File: src/rtl/div_period_meter.sv
// div_period_meter: receive-side checker for a clk-synchronous divided clock.
// Measures the rise-to-rise period and the high time of div_in in clk cycles.
// Declares lock after LOCK_CNT consecutive periods match EXP_PERIOD/EXP_HIGH.
// Flags a mismatched measurement (err) and a stuck divider (ovf, sticky).
// Ports:
//   clk        system clock, all logic on posedge
//   rst        asynchronous active-low reset
//   en         measurement enable; low clears back to IDLE synchronously
//   div_in     divided clock under test
//   period_out last measured period
//   high_out   last measured high time
//   meas_valid 1-cycle pulse when period_out/high_out update
//   locked     LOCK_CNT consecutive matching periods seen
//   err        1-cycle pulse with meas_valid on a mismatching measurement
//   ovf        sticky, period counter saturated
module div_period_meter #(
  parameter int unsigned CNT_W      = 16,
  parameter int unsigned EXP_PERIOD = 2,
  parameter int unsigned EXP_HIGH   = 1,
  parameter int unsigned LOCK_CNT   = 4
) (
  input  logic             clk,
  input  logic             rst,
  input  logic             en,
  input  logic             div_in,
  output logic [CNT_W-1:0] period_out,
  output logic [CNT_W-1:0] high_out,
  output logic             meas_valid,
  output logic             locked,
  output logic             err,
  output logic             ovf
);

  localparam int unsigned MCNT_W = $clog2(LOCK_CNT + 1);
  localparam logic [CNT_W-1:0] CNT_MAX = '1;

  typedef enum logic [1:0] {
    ST_IDLE    = 2'd0,
    ST_SYNC    = 2'd1,
    ST_MEASURE = 2'd2
  } state_t;

  state_t            state_q, state_d;
  logic              div_q;
  logic [CNT_W-1:0]  pcnt_q, pcnt_d;
  logic [CNT_W-1:0]  hcnt_q, hcnt_d;
  logic [MCNT_W-1:0] mcnt_q, mcnt_d;
  logic [CNT_W-1:0]  period_q, period_d;
  logic [CNT_W-1:0]  high_q, high_d;
  logic              meas_valid_q, meas_valid_d;
  logic              locked_q, locked_d;
  logic              err_q, err_d;
  logic              ovf_q, ovf_d;

  logic              rise;
  logic              match;
  logic [31:0]       mcnt_inc;

  // Rising edge of div_in relative to last cycle's sample.
  assign rise     = div_in & ~div_q;
  assign match    = (pcnt_q == CNT_W'(EXP_PERIOD)) && (hcnt_q == CNT_W'(EXP_HIGH));
  assign mcnt_inc = 32'(mcnt_q) + 32'd1;

  // State register and all output flops.
  always_ff @(posedge clk or negedge rst) begin
    if (!rst) begin
      state_q      <= ST_IDLE;
      div_q        <= 1'b0;
      pcnt_q       <= '0;
      hcnt_q       <= '0;
      mcnt_q       <= '0;
      period_q     <= '0;
      high_q       <= '0;
      meas_valid_q <= 1'b0;
      locked_q     <= 1'b0;
      err_q        <= 1'b0;
      ovf_q        <= 1'b0;
    end else begin
      state_q      <= state_d;
      div_q        <= div_in;
      pcnt_q       <= pcnt_d;
      hcnt_q       <= hcnt_d;
      mcnt_q       <= mcnt_d;
      period_q     <= period_d;
      high_q       <= high_d;
      meas_valid_q <= meas_valid_d;
      locked_q     <= locked_d;
      err_q        <= err_d;
      ovf_q        <= ovf_d;
    end
  end

  // Next-state and measurement logic; en low overrides rise and saturation.
  always_comb begin
    state_d      = state_q;
    pcnt_d       = pcnt_q;
    hcnt_d       = hcnt_q;
    mcnt_d       = mcnt_q;
    period_d     = period_q;
    high_d       = high_q;
    meas_valid_d = 1'b0;
    locked_d     = locked_q;
    err_d        = 1'b0;
    ovf_d        = ovf_q;

    if (!en) begin
      state_d  = ST_IDLE;
      pcnt_d   = '0;
      hcnt_d   = '0;
      mcnt_d   = '0;
      locked_d = 1'b0;
      ovf_d    = 1'b0;
    end else begin
      case (state_q)
        ST_IDLE: state_d = ST_SYNC;
        ST_SYNC: begin
          // First rise only aligns the counters; it closes no period.
          if (rise) begin
            state_d = ST_MEASURE;
            pcnt_d  = CNT_W'(1);
            hcnt_d  = CNT_W'(1);
          end
        end
        ST_MEASURE: begin
          if (rise) begin
            period_d     = pcnt_q;
            high_d       = hcnt_q;
            meas_valid_d = 1'b1;
            pcnt_d       = CNT_W'(1);
            hcnt_d       = CNT_W'(1);
            if (match) begin
              mcnt_d   = (mcnt_inc >= LOCK_CNT) ? MCNT_W'(LOCK_CNT) : MCNT_W'(mcnt_inc);
              locked_d = (mcnt_inc >= LOCK_CNT);
            end else begin
              mcnt_d   = '0;
              locked_d = 1'b0;
              err_d    = 1'b1;
            end
          end else if (pcnt_q == CNT_MAX) begin
            // Divider stuck: drop lock and wait for a fresh rise.
            ovf_d    = 1'b1;
            locked_d = 1'b0;
            mcnt_d   = '0;
            state_d  = ST_SYNC;
          end else begin
            pcnt_d = pcnt_q + CNT_W'(1);
            if (div_in && (hcnt_q != CNT_MAX)) hcnt_d = hcnt_q + CNT_W'(1);
          end
        end
        default: state_d = ST_IDLE;
      endcase
    end
  end

  assign period_out = period_q;
  assign high_out   = high_q;
  assign meas_valid = meas_valid_q;
  assign locked     = locked_q;
  assign err        = err_q;
  assign ovf        = ovf_q;

endmodule

File: config.mk
export PLATFORM = sky130hd
export DESIGN_NAME = div_period_meter
export DESIGN_NICKNAME = d
export VERILOG_FILES = /design/src/rtl/div_period_meter.sv
export SDC_FILE = /design/constraint.sdc
export NUM_CORES = 1
export LEC_CHECK = 0
export ABC_AREA = 1
export CORE_MARGIN = 2
export CORE_UTILIZATION = 25
export CTS_CLUSTER_SIZE = 12
export DETAILED_ROUTE_END_ITERATION = 6
export PLACE_DENSITY = 0.45
export SLEW_MARGIN = 20
export SYNTH_ARGS = -nofsm -noshare
export SYNTH_HDL_FRONTEND = slang
export SYNTH_SLANG_ARGS = --single-unit
File: constraint.sdc
create_clock -name clk -period 1.9 [get_ports clk]
set_input_delay 0.285 -clock clk [delete_from_list [all_inputs] [get_ports clk]]
set_output_delay 0.285 -clock clk [all_outputs]
set_load 0.01 [all_outputs]
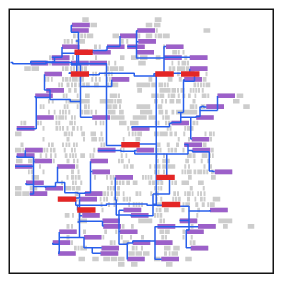
(run_1/clk_routes.png)
(2 px per micron)
legend:
  purple:
    item: flip-flops
    count: 73
  red:
    item: clock drivers
    count: 9
  blue:
    item: clock wires
    length: 1,210 microns
routed clock nets: 10

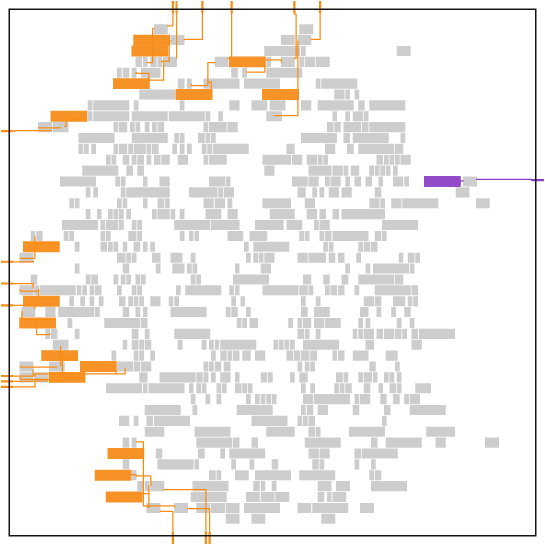
(run_1/io_fan.png)
(4 px per micron)
legend:
  purple:
    port: `err`
    bits: 1
    direction: output
    edge: east
    end_cells: 1
    buffers: 1
    wire: 15.9 microns
  orange:
    port: `high_out`
    bits: 16
    direction: output
    edge: 7 west, 6 north, 3 south
    end_cells: 16
    buffers: 16
    wire: 410 microns
port buffer count: 39
I/O Pins: 40

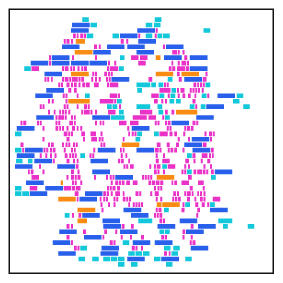
(run_1/placement_by_type.png)
(2 px per micron)
legend:
  cyan:
    class: remaining buffers and delay cells
    cells: 84
  magenta:
    class: combinational and other logic
    cells: 435
  orange:
    class: clock drivers and dummy loads
    cells: 16
  blue:
    class: sequential cells
    cells: 73
core footprint: 15,890 sq um
core utilization of the finished layout: 33.47%

==> results.txt, run 1 <==
Implementation results.

The flow ran to the end, and the final reports show no timing, DRC or antenna violations. The combined flip-flop and latch cell area is 1827 sq um. The capture point of the critical path is pcnt_q[12]$_DFFE_PN0P_. The top logic cell family in the synthesized netlist is simple AND/OR/NAND/NOR gates.

The report puts the hold buffer count at CTS at 1. Summed over all instances, the cell type with the most area after synthesis is dfrtp_1. The switching part of the total is 28.96%.

The critical path arrival is 2.01 ns. The Yosys chip area is 4050 sq um. Global routing consumed, over all layers together, 14.04% of the routing resources.

TritonRoute reported its final design rule violation total as 0. Per the final timing report, the hold violations number 0. The number of sinks on the clock net is 73. Setup repair after global routing left no endpoint under its margin. The finished cells cover 5316 sq um. Buffers inserted during clock tree synthesis total 9. In this run the critical register-to-register path is captured at pcnt_q[12]$_DFFE_PN0P_.

The worst path in the final design needs a cycle of 1.757 ns, including I/O delays and setup. After routing, the total negative slack on setup checks comes to 0 ns. The adder and majority gate portion of the synthesized area is 1.545%. The worst flop-to-flop path startpoint is pcnt_q[0]$_DFFE_PN0P_. In the post-synthesis netlist, the cell with the most instances is nand2_1.

The floorplan die area is 17,230 sq um. The vertical die dimension reported for this design is 131.3 microns. The most used routing layer is met2. The layout filler cell count is 1,706. Per the synth log, the flip-flop and latch total comes to 73. The H-tree depth is 3. OpenROAD emitted warnings numbering 28. The number of enable-type register cells in the synthesized netlist is 0.

After synthesis, flip-flops and latches occupy 45.10% of the total area. The leading power group is sequential cells. Per STA, the highest per-stage delay on the worst path measures 0.40 ns. The TritonCTS clock tree is built. STA classifies the critical path endpoint as a flop. The report lists the power per cell area as 1028 nW/um^2. On the worst setup and hold paths after CTS, the clock-pin slew comes to 0.07 ns. The power share of the clock group is 35.1%. IR analysis of the VDD net gives a maximum drop of 0.3881 mV. met3 track demand over resource after global routing is 2.971%. Summed over all nets, the switching power comes to 1.582 mW. In this run the maximum-capacitance check reported violations numbering 0. The violation tally recorded at the end of detailed-routing iteration 0 is 255. The die outline width is 131.3 microns. The post-synthesis compound-gate area fraction is 7.260%. The relative contribution of sequential cells to total power is 37.3%. The uppermost layer routed is met4. The number of logic stages on the critical path including buffering is 10. The number of cells reported by Yosys stat comes to 524. The slew at the pin closest to its max-slew limit is 0.3323 ns. Entering global routing, the biggest net connects 37 pins.
==> run 1: stage by stage <==
| step | instances | setup WS, ns | hold WS (ns) | utilization (%) | power [mW] |
|---|---|---|---|---|---|
| final | 824 | 0.1435 | 0.3773 | 33.47 | 5.463 |
| after global routing | 824 | 0.02139 | 0.3956 | 33.47 | 5.748 |
| after CTS | 824 | 0.1560 | 0.3845 | 33.47 | 5.540 |
| after detailed placement | 807 | -0.04673 | 0.1875 | 31.32 | 3.599 |
| after global placement | 807 | -0.02540 | 0.1840 | 31.32 | 3.591 |
| after floorplan | 524 | 0.2368 | -0.01059 | - | 2.740 |
==> run 1: flip-flops by register name, indices dropped and copies added (netlist names) <==
register    flops
hcnt_q         16
div_q           1
pcnt_q         16
ovf             1
err             1
meas_valid      1
state_q         2
period_out     16
mcnt_q          3
high_out       16
==> run_1/placement.png <==
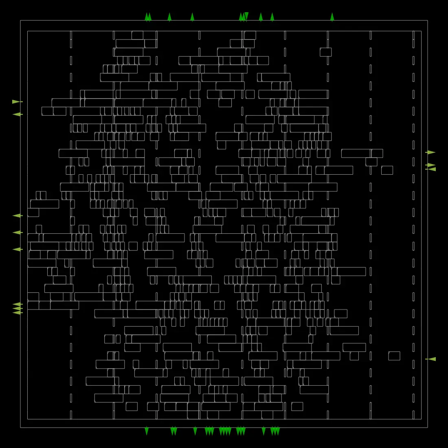

==> run 2: changes to the inputs <==
--- a/config.mk
+++ b/config.mk
@@ -6,7 +6,6 @@
 export NUM_CORES = 1
 export LEC_CHECK = 0
 export ABC_AREA = 1
-export CORE_MARGIN = 2
 export CORE_UTILIZATION = 25
 export CTS_CLUSTER_SIZE = 12
 export DETAILED_ROUTE_END_ITERATION = 6
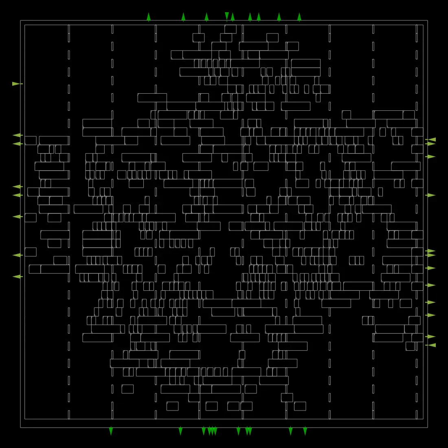
(run_2/placement.png)
sequential cell area share: 35.08%
# Taps: 216
fill cell total of the finished layout: 1,679
final std cells w/o fill: 816

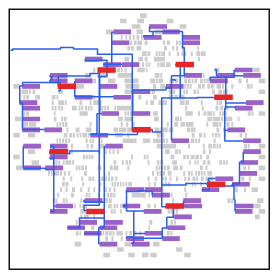
(run_2/clk_routes.png)
(2 px per micron)
legend:
  red:
    item: clock drivers
    count: 9
  blue:
    item: clock wires
    length: 1,130 microns
  purple:
    item: flip-flops
    count: 73
routed clock nets: 10
clk pwr: 1.61 mW
part of the total power dissipated in the clock network: 31.5%
clk ins delay skew pair: 0.35 ns

==> results.txt, run 2 <==
Implementation results.

The maximum single-stage delay on the critical path came to 0.43 ns (+0.03 ns). The flow ran to the end, and the final reports show no timing, DRC or antenna violations. The area of the placeable core was 15,830 sq um (-0.36%).

The switching part of the total is 30.51% (+1.6 points). The floorplan die height came to 129.3 microns (-1.5%). The number of buffers added to fix hold violations after cts is 1 (unchanged).

The critical path arrival is 1.97 ns (-0.04 ns). The Yosys chip area is 4050 sq um (unchanged). The slew at the pin closest to its max-slew limit is 0.5041 ns (+0.1718 ns). The overall power of the completed layout is 5.111 mW (-6.4%). The sequential area share after synthesis came to 45.10% (unchanged).

The number of enable-type register cells in the synthesized netlist came to 0 (unchanged). The number of violations reported at the end of detailed-routing iteration 0 is 235 (-7.8%). The final critical delay including setup and external delays is 1.731 ns (-0.02561 ns).

The fraction of met3 tracks used by global routing is 3.386% (+0.41 points). The worst register-to-register path begins at pcnt_q[0]$_DFFE_PN0P_. The post-synthesis register bit count is 73 (unchanged). Setup repair after global routing left no endpoint under its margin. The CTS clock-pin slew for the worst setup and hold paths is 0.06 ns (about the same). The final setup TNS is 0 ns (unchanged). The tally of OpenROAD warnings is 28 (unchanged). The total instance count after detailed placement is 799 (-0.99%). The relative contribution of sequential cells to total power came to 39.7% (+2.4 points). The I/O pin count was 40 (unchanged). Per the GRT log, the top usage layer is met2. The total of buffers placed on input and output ports was 39 (unchanged). The number of buffers created by CTS is 9 (unchanged). The worst slack at placement is -0.05005 ns (-0.003316 ns). The H-tree depth is 3 (unchanged).

The final standard cell area without fillers was 5207 sq um (-2.0%). The floorplan die area came to 16,710 sq um (-3.0%). The share of the core filled with cells in the final layout was 32.90% (-0.57 points). The highest layer touched by signal routing is met4. The number of hold violations in the final report was 0 (unchanged). TritonCTS built the clock tree. The maximum number of pins on one net before global-route repair is 40 (+8.1%).

The number of sinks on the clock net was 73 (unchanged). The most common cell in the synthesized netlist is nand2_1.
[run 2: cell types whose count changed in the layout (fill, tap and decap cells not counted)]
cell	change
clkinvlp_4	+2
clkbuf_8	-1
buf_4	-8
bufinv_16	-2
clkinv_4	+1
clkinv_2	+1
clkbuf_1	-1
[run 2: worst paths after layout]
| check | endpoint | depth (start not counted) | slack (ns) |
|---|---|---|---|
| hold / removal | period_out[10]$_DFFE_PN0P_ | 2 | 0.44 |
| setup reg to reg | hcnt_q[4]$_DFFE_PN0P_ | 11 | 0.17 |
| hold reg to reg | ovf$_DFFE_PN0P_ | 2 | 0.50 |
| setup / recovery | hcnt_q[4]$_DFFE_PN0P_ | 11 | 0.17 |
| min in group clk | ovf$_DFFE_PN0P_ | 2 | 0.50 |
| max in group asynchronous | high_out[9]$_DFFE_PN0P_ | 3 | 0.87 |
Power is estimated from default activity; no workload was simulated.
